<file path="src/rtl/corr_pkg.sv">
// Shared definitions for the correlator chain: default widths and the
// peak-detector state encoding.
package corr_pkg;

    localparam int CORR_W_DEF = 25;
    localparam int IDX_W_DEF  = 16;

    typedef enum logic [1:0] {
        IDLE  = 2'd0,
        TRACK = 2'd1,
        HOLD  = 2'd2
    } state_t;

endpackage

</file>
<file path="src/rtl/corr_mag.sv">
// Combinational magnitude and sign of a two's-complement correlation sum.
// The most-negative input maps to 2^(CORR_W-1) without saturating.
module corr_mag #(
    parameter int CORR_W = 25
) (
    input  logic [CORR_W-1:0] i_corr,
    output logic [CORR_W-1:0] o_mag,
    output logic              o_neg
);

    assign o_neg = i_corr[CORR_W-1];
    assign o_mag = o_neg ? (~i_corr + CORR_W'(1)) : i_corr;

endmodule

</file>
<file path="src/rtl/corr_peak_detector.sv">
// Tracks runs of above-threshold correlation magnitudes, reports the largest
// (earliest on ties) through a one-deep valid/ready register, then holds off.
module corr_peak_detector
    import corr_pkg::*;
#(
    parameter int CORR_W    = CORR_W_DEF,
    parameter int IDX_W     = IDX_W_DEF,
    parameter int MAX_TRACK = 20,
    parameter int HOLDOFF   = 20
) (
    input  logic                     clk,
    input  logic                     rst,
    input  logic                     en,
    input  logic                     sample_valid,
    input  logic signed [CORR_W-1:0] corr_in,
    input  logic [CORR_W-1:0]        thr,
    output logic                     peak_valid,
    input  logic                     peak_ready,
    output logic [CORR_W-1:0]        peak_mag,
    output logic                     peak_neg,
    output logic [IDX_W-1:0]         peak_idx,
    output logic [7:0]               drop_cnt,
    output logic                     busy
);

    localparam int RUN_W  = $clog2(MAX_TRACK + 1);
    localparam int HCNT_W = (HOLDOFF > 0) ? $clog2(HOLDOFF + 1) : 1;

    state_t              r_state, w_state_next;
    logic [IDX_W-1:0]    r_idx;
    logic [RUN_W-1:0]    r_run, w_run_next, w_run_inc;
    logic [HCNT_W-1:0]   r_hcnt, w_hcnt_next;
    logic [CORR_W-1:0]   r_best_mag, w_best_mag_next;
    logic                r_best_neg, w_best_neg_next;
    logic [IDX_W-1:0]    r_best_idx, w_best_idx_next;

    logic                r_pvalid;
    logic [CORR_W-1:0]   r_pmag;
    logic                r_pneg;
    logic [IDX_W-1:0]    r_pidx;
    logic [7:0]          r_drop;

    logic [CORR_W-1:0]   w_mag;
    logic                w_neg;
    logic                w_sample, w_above, w_report;

    corr_mag #(.CORR_W(CORR_W)) u_mag (
        .i_corr (corr_in),
        .o_mag  (w_mag),
        .o_neg  (w_neg)
    );

    assign w_sample  = en & sample_valid;
    assign w_above   = (w_mag >= thr);
    assign w_run_inc = r_run + RUN_W'(1);

    always_ff @(posedge clk or posedge rst) begin
        if (rst) begin
            r_state <= IDLE;
        end else begin
            r_state <= w_state_next;
        end
    end

    always_comb begin
        w_state_next    = r_state;
        w_run_next      = r_run;
        w_hcnt_next     = r_hcnt;
        w_best_mag_next = r_best_mag;
        w_best_neg_next = r_best_neg;
        w_best_idx_next = r_best_idx;
        w_report        = 1'b0;
        case (r_state)
            IDLE: begin
                if (w_sample && w_above) begin
                    w_best_mag_next = w_mag;
                    w_best_neg_next = w_neg;
                    w_best_idx_next = r_idx;
                    w_run_next      = RUN_W'(1);
                    w_state_next    = TRACK;
                    if (MAX_TRACK == 1) begin
                        w_report = 1'b1;
                    end
                end
            end
            TRACK: begin
                if (w_sample) begin
                    if (w_above) begin
                        // strict compare keeps the earliest sample on ties
                        if (w_mag > r_best_mag) begin
                            w_best_mag_next = w_mag;
                            w_best_neg_next = w_neg;
                            w_best_idx_next = r_idx;
                        end
                        w_run_next = w_run_inc;
                        if (w_run_inc == RUN_W'(MAX_TRACK)) begin
                            w_report = 1'b1;
                        end
                    end else begin
                        w_report = 1'b1;
                    end
                end
            end
            HOLD: begin
                if (w_sample) begin
                    w_hcnt_next = r_hcnt - HCNT_W'(1);
                    if (r_hcnt == HCNT_W'(1)) begin
                        w_state_next = IDLE;
                    end
                end
            end
            default: begin
                w_state_next = IDLE;
            end
        endcase
        if (w_report) begin
            w_state_next = (HOLDOFF == 0) ? IDLE : HOLD;
            w_hcnt_next  = HCNT_W'(HOLDOFF);
            w_run_next   = '0;
        end
    end

    always_ff @(posedge clk or posedge rst) begin
        if (rst) begin
            r_idx      <= '0;
            r_run      <= '0;
            r_hcnt     <= '0;
            r_best_mag <= '0;
            r_best_neg <= 1'b0;
            r_best_idx <= '0;
        end else begin
            if (w_sample) begin
                r_idx <= r_idx + IDX_W'(1);
            end
            r_run      <= w_run_next;
            r_hcnt     <= w_hcnt_next;
            r_best_mag <= w_best_mag_next;
            r_best_neg <= w_best_neg_next;
            r_best_idx <= w_best_idx_next;
        end
    end

    // A simultaneous accept frees the slot, so a new report never drops then.
    always_ff @(posedge clk or posedge rst) begin
        if (rst) begin
            r_pvalid <= 1'b0;
            r_pmag   <= '0;
            r_pneg   <= 1'b0;
            r_pidx   <= '0;
            r_drop   <= '0;
        end else if (w_report) begin
            if (!r_pvalid || peak_ready) begin
                r_pvalid <= 1'b1;
                r_pmag   <= w_best_mag_next;
                r_pneg   <= w_best_neg_next;
                r_pidx   <= w_best_idx_next;
            end else if (r_drop != 8'hFF) begin
                r_drop <= r_drop + 8'd1;
            end
        end else if (r_pvalid && peak_ready) begin
            r_pvalid <= 1'b0;
        end
    end

    assign peak_valid = r_pvalid;
    assign peak_mag   = r_pmag;
    assign peak_neg   = r_pneg;
    assign peak_idx   = r_pidx;
    assign drop_cnt   = r_drop;
    assign busy       = (r_state != IDLE);

endmodule

</file>
<file path="config.mk">
export PLATFORM = sky130hd
export DESIGN_NAME = corr_peak_detector
export DESIGN_NICKNAME = d
export VERILOG_FILES = /design/src/rtl/corr_pkg.sv /design/src/rtl/corr_mag.sv /design/src/rtl/corr_peak_detector.sv
export SDC_FILE = /design/constraint.sdc
export NUM_CORES = 1
export LEC_CHECK = 0
export ABC_AREA = 1
export CORE_MARGIN = 2
export CORE_UTILIZATION = 30
export CTS_CLUSTER_DIAMETER = 120
export DETAILED_ROUTE_END_ITERATION = 8
export PLACE_DENSITY = 0.54
export SLEW_MARGIN = 40
export SYNTH_ARGS = -nofsm -noshare
export SYNTH_HDL_FRONTEND = slang
export SYNTH_SLANG_ARGS = --single-unit
</file>
<file path="constraint.sdc">
create_clock -name clk -period 7.5 [get_ports clk]
set_clock_uncertainty 0.1 [all_clocks]
set_input_delay 1.875 -clock clk [delete_from_list [all_inputs] [get_ports clk]]
set_output_delay 1.875 -clock clk [all_outputs]
set_load 0.05 [all_outputs]
</file>
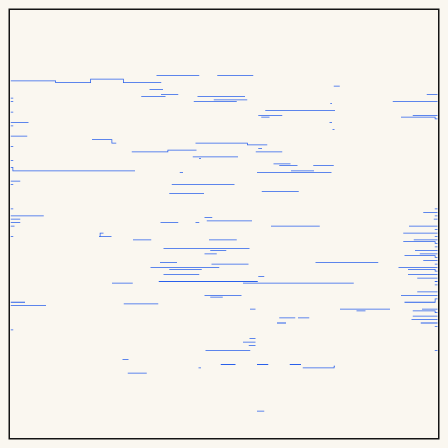
*The metal 3 layer, run 1*
The wires run mostly horizontal. The layer carries 1220 um of wire.

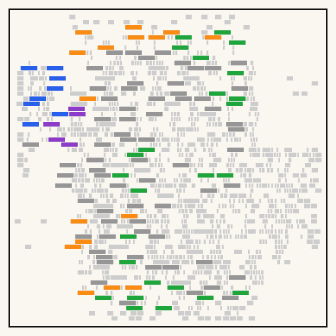
*Register map, names as in the netlist, run 1*
Key: green = peak_mag [sequential cells 25]; orange = peak_idx [sequential cells 16]; blue = drop_cnt [sequential cells 8, where north-west]; purple = r_hcnt [sequential cells 5]

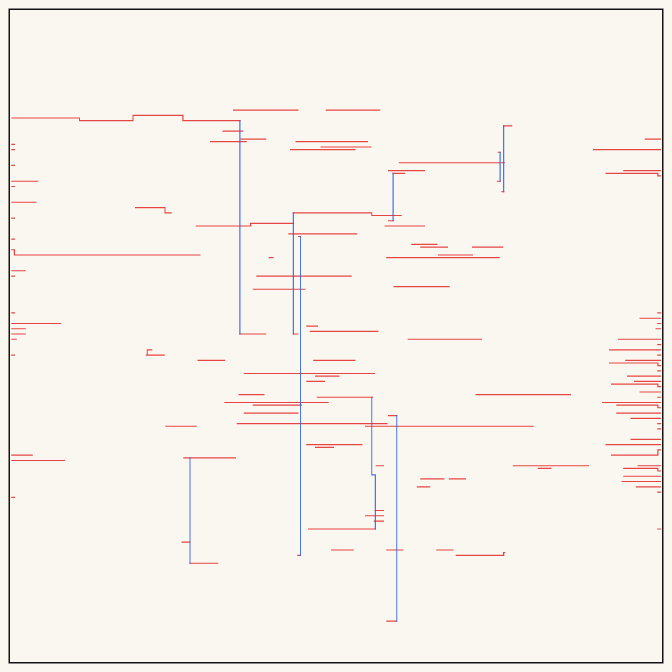
*Wiring by layer, run 1*
Only two layers are drawn.
Key: blue = metal 4 [wire length 321 um]; red = metal 3 [wire length 1220 um]

==> flow_metrics.env, run 1 <==
# implementation run metrics
export IMPL_ctsResizeCount=0
export IMPL_maxCapViolCount=0
export IMPL_wl_met1_um=11220
export IMPL_worst_path_max_delay_cell="clkdlybuf4s50_1"
export IMPL_holdPathStages=2
export IMPL_worst_path_stages=26
export IMPL_final_cells=1564
export IMPL_met1_usage_pct=23.17
export IMPL_required_ns=7.70
export IMPL_netSwitchingFraction_pct=42.99
export IMPL_syn_area_mm2=0.008098
export IMPL_finalInstanceArea_mm2=0.01013
export IMPL_hold_violations=0
export IMPL_comb_power_share_pct=44.5
export IMPL_synth_most_common_cell="nand2_1"
export IMPL_final_cell_mix="373 x nand2_1, 154 x inv_1, 120 x dfrtp_1"
export IMPL_cts_buffers=17
export IMPL_path_common_cell="nand2_1"
export IMPL_synth_cell_types=42
export IMPL_dpl_cell_count=1533
export IMPL_drt_iter0_markers=515
export IMPL_dpl_worst_slack_ns=1.006
export IMPL_dieArea_mm2=0.02832
export IMPL_top_area_cell="dfrtp_1"
export IMPL_wl_met2_um=10700
export IMPL_edf_count=0
export IMPL_status="complete, no violations"
export IMPL_ys_seq_share_pct=37.39
export IMPL_buf_share_pct=11.42
export IMPL_clockBufferCount=19
export IMPL_ys_sh_mux_pct=0
export IMPL_topRoutingLayerUsed="met4"
export IMPL_max_freq_mhz=163.3
export IMPL_logic_family="simple AND/OR/NAND/NOR gates"
export IMPL_worst_path_buf_inv=4
export IMPL_num_vias=7474
export IMPL_logic_gate_count=795
export IMPL_drive_above_1_share_pct=6.132
export IMPL_wirelength_um=23460
export IMPL_antenna_found_initial=0
export IMPL_lay_top_count="nand2_1"
export IMPL_dominant_cells="combinational gates"
export IMPL_report_final_slew_viol_count=0
export IMPL_clock_tree_root_cell="clkbuf_16"
export IMPL_simple_gate_area_share_pct=34.02
export IMPL_seq_area_share_pct=29.91
export IMPL_ys_top_cells_by_area="dfrtp_1 37%, nand2_1 17%, ha_1 8.7%"
export IMPL_io_buffers=106
export IMPL_htree_levels=4
export IMPL_rsz0062_at_grt="false"
export IMPL_min_path_type="flip-flop to flip-flop"
export IMPL_synthArstFlopShare_pct=100.0
export IMPL_top_power_group="combinational cells"
export IMPL_globalRouteMet3Util_pct=2.962
export IMPL_die_y_um=168.3
export IMPL_inv_count=160
export IMPL_grt_pass1_vias=7509
export IMPL_reg2reg_from="r_state[1]"
export IMPL_coreArea_mm2=0.02673
export IMPL_adder_share_pct=8.653
export IMPL_setup_viol=0
export IMPL_pwr_share_clk_pct=25.2
export IMPL_finish_utilization_pct=37.89
export IMPL_combAreaFraction_pct=42.12
export IMPL_nonClockBufferCount=116
export IMPL_synth_top_area_share_pct=37.39
export IMPL_vias_per_cell=4.779
export IMPL_p_comb_mw=1.59
export IMPL_irDropWorstVdd_mv=0.1720
export IMPL_wl_per_cell_um=15.00
export IMPL_nets=1322
export IMPL_synth_seq_cells=121
export IMPL_grt_usage_pct=17.25
export IMPL_r2r_end="peak_mag[7]"
export IMPL_tightest_slew_ns=0.7182
export IMPL_synth_cells=1113
export IMPL_pg_seq_mw=1.08
export IMPL_routed_wl_met3_um=1224
export IMPL_crit_end="peak_mag[8]"
export IMPL_cts_tree="done"
export IMPL_final_comb_area_mm2=0.004265
export IMPL_row_count=60
export IMPL_drt_pass1_iterations=5
export IMPL_warnings=27
export IMPL_fp_nets=1224
export IMPL_layout_min_cycle_time_ns=6.124
export IMPL_die_w_um=168.3
export IMPL_hpwl_um=16700
### Pin map, run 1

Pins as bars across the die edge, other pins in grey.
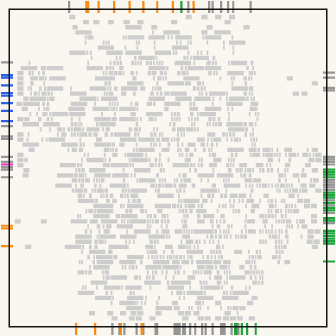

==> run 2: changes to the inputs <==
--- a/config.mk
+++ b/config.mk
@@ -10,7 +10,7 @@
 export CORE_UTILIZATION = 30
 export CTS_CLUSTER_DIAMETER = 120
 export DETAILED_ROUTE_END_ITERATION = 8
-export PLACE_DENSITY = 0.54
+export PLACE_DENSITY = 0.55
 export SLEW_MARGIN = 40
 export SYNTH_ARGS = -nofsm -noshare
 export SYNTH_HDL_FRONTEND = slang
==> constraint.sdc (replaced) <==
create_clock -name clk -period 5.3 [get_ports clk]
set_clock_uncertainty 0.1 [all_clocks]
set_input_delay 1.325 -clock clk [delete_from_list [all_inputs] [get_ports clk]]
set_output_delay 1.325 -clock clk [all_outputs]
set_load 0.05 [all_outputs]
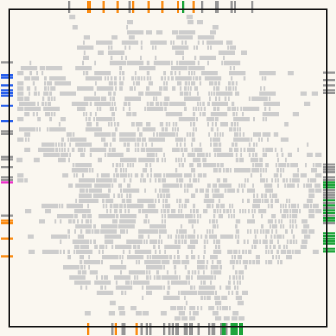
*Pin map, run 2*
Pins as bars across the die edge, other pins in grey.
Key: magenta = en [pins 1, direction input, edge west]; green = corr_in [pins 25, direction input, edge 16 east, 8 south, 1 north]; blue = drop_cnt [pins 8, direction output, edge west]; orange = peak_idx [pins 16, direction output, edge 9 north, 4 west, 3 south]

==> run 2 against run 1 <==
Against the previous run:
- die size did not move
- core utilization rose by 1.1 points
- critical path depth fell by 3
- global-route usage rose by 0.11 points
- critical path type unchanged
- critical endpoint is now r_run[2]
- highest routed layer unchanged
==> flow_metrics.env, run 2 <==
# implementation run metrics
export IMPL_dieArea_mm2=0.02832
export IMPL_r2r_end="peak_mag[24]"
export IMPL_dominant_cells="combinational gates"
export IMPL_final_comb_area_mm2=0.004265
export IMPL_synth_top_area_share_pct=37.39
export IMPL_topRoutingLayerUsed="met4"
export IMPL_edf_count=0
export IMPL_hpwl_um=17600
export IMPL_cts_tree="done"
export IMPL_clkTransAtPathRegs_ns=0.05
export IMPL_warnings=27
export IMPL_ys_seq_share_pct=37.39
export IMPL_met1_usage_pct=23.57
export IMPL_synthArstFlopShare_pct=100.0
export IMPL_dpl_worst_slack_ns=-0.06607
export IMPL_nonClockBufferCount=155
export IMPL_row_count=60
export IMPL_min_from="peak_mag[8]"
export IMPL_report_final_slew_viol_count=0
export IMPL_crit_chain="clkdlybuf4s50_1, inv_2, ha_1, nand3_1, nor2_1, nand2_1, nor3_1, nand3_1, buf_4, nor3_1, ha_1, nand2_1, nor2_1, buf_4, nand2_1, nand3_1, nor2_1, a21oi_4, nand2_2, buf_4, nand2_1, nand4_1, o21ai_0"
export IMPL_fp_nets=1224
export IMPL_required_ns=5.50
export IMPL_cts_buffers=17
export IMPL_irDropWorstVdd_mv=0.2231
export IMPL_rsz0062_at_grt="false"
export IMPL_globalRouteMet3Util_pct=2.891
export IMPL_buf_share_pct=14.43
export IMPL_status="complete, no violations"
export IMPL_nets=1361
export IMPL_clock_tree_root_cell="clkbuf_16"
export IMPL_crit_end="r_run[2]"
export IMPL_synth_seq_cells=121
export IMPL_adder_share_pct=8.653
export IMPL_worst_path_stages=23
export IMPL_combAreaFraction_pct=40.92
export IMPL_p_comb_mw=2.33
export IMPL_wl_per_cell_um=14.80
export IMPL_seq_area_share_pct=29.05
export IMPL_die_y_um=168.3
export IMPL_drive_above_1_share_pct=8.947
export IMPL_vias_per_cell=4.737
export IMPL_finish_utilization_pct=39.00
export IMPL_drt_pass1_iterations=5
export IMPL_hold_violations=0
export IMPL_dpl_cell_count=1571
export IMPL_comb_power_share_pct=46.6
export IMPL_reg2reg_from="r_state[1]"
export IMPL_min_path_type="flip-flop to flip-flop"
export IMPL_grt_pass1_vias=7561
export IMPL_maxCapViolCount=0
export IMPL_synth_cells=1113
export IMPL_antenna_found_initial=0
export IMPL_path_common_cell="nand2_1"
export IMPL_finalInstanceArea_mm2=0.01042
export IMPL_num_vias=7598
export IMPL_coreArea_mm2=0.02673
export IMPL_ctsResizeCount=0
export IMPL_start_kind="primary input"
export IMPL_final_cells=1604
export IMPL_clockBufferCount=25
export IMPL_logic_gate_count=795
export IMPL_tightest_slew_ns=0.8205
export IMPL_drt_iter0_markers=436
export IMPL_inv_count=160
export IMPL_place_area_mm2=0.009822
export IMPL_netSwitchingFraction_pct=43.27
export IMPL_holdPathStages=2
export IMPL_wirelength_um=23750
export IMPL_pwr_share_clk_pct=23.4
export IMPL_lay_top_count="nand2_1"
export IMPL_ys_top_cells_by_area="dfrtp_1 37%, nand2_1 17%, ha_1 8.7%"
export IMPL_logic_family="simple AND/OR/NAND/NOR gates"
export IMPL_worst_path_buf_inv=5
export IMPL_ys_sh_mux_pct=0
export IMPL_setup_viol=0
export IMPL_io_buffers=106
export IMPL_syn_area_mm2=0.008098
export IMPL_grt_max_degree=66
export IMPL_holdPathEnd="peak_mag[8]"
export IMPL_worst_path_max_delay_cell="clkdlybuf4s50_1"
export IMPL_synth_cell_types=42
export IMPL_max_freq_mhz=204.6
export IMPL_initCoreUtil_pct=30.30
export IMPL_pg_seq_mw=1.50
export IMPL_htree_levels=4
export IMPL_top_area_cell="dfrtp_1"
export IMPL_tapCellCount=341
export IMPL_final_cell_mix="373 x nand2_1, 153 x inv_1, 121 x dfrtp_1"
export IMPL_layout_min_cycle_time_ns=4.888
export IMPL_grt_usage_pct=17.35
export IMPL_routed_wl_met3_um=944
export IMPL_top_power_group="combinational cells"
export IMPL_synth_most_common_cell="nand2_1"
export IMPL_wl_met1_um=11340
export IMPL_die_w_um=168.3
export IMPL_wl_met2_um=10990
export IMPL_simple_gate_area_share_pct=34.02
export IMPL_num_antenna_cells=0
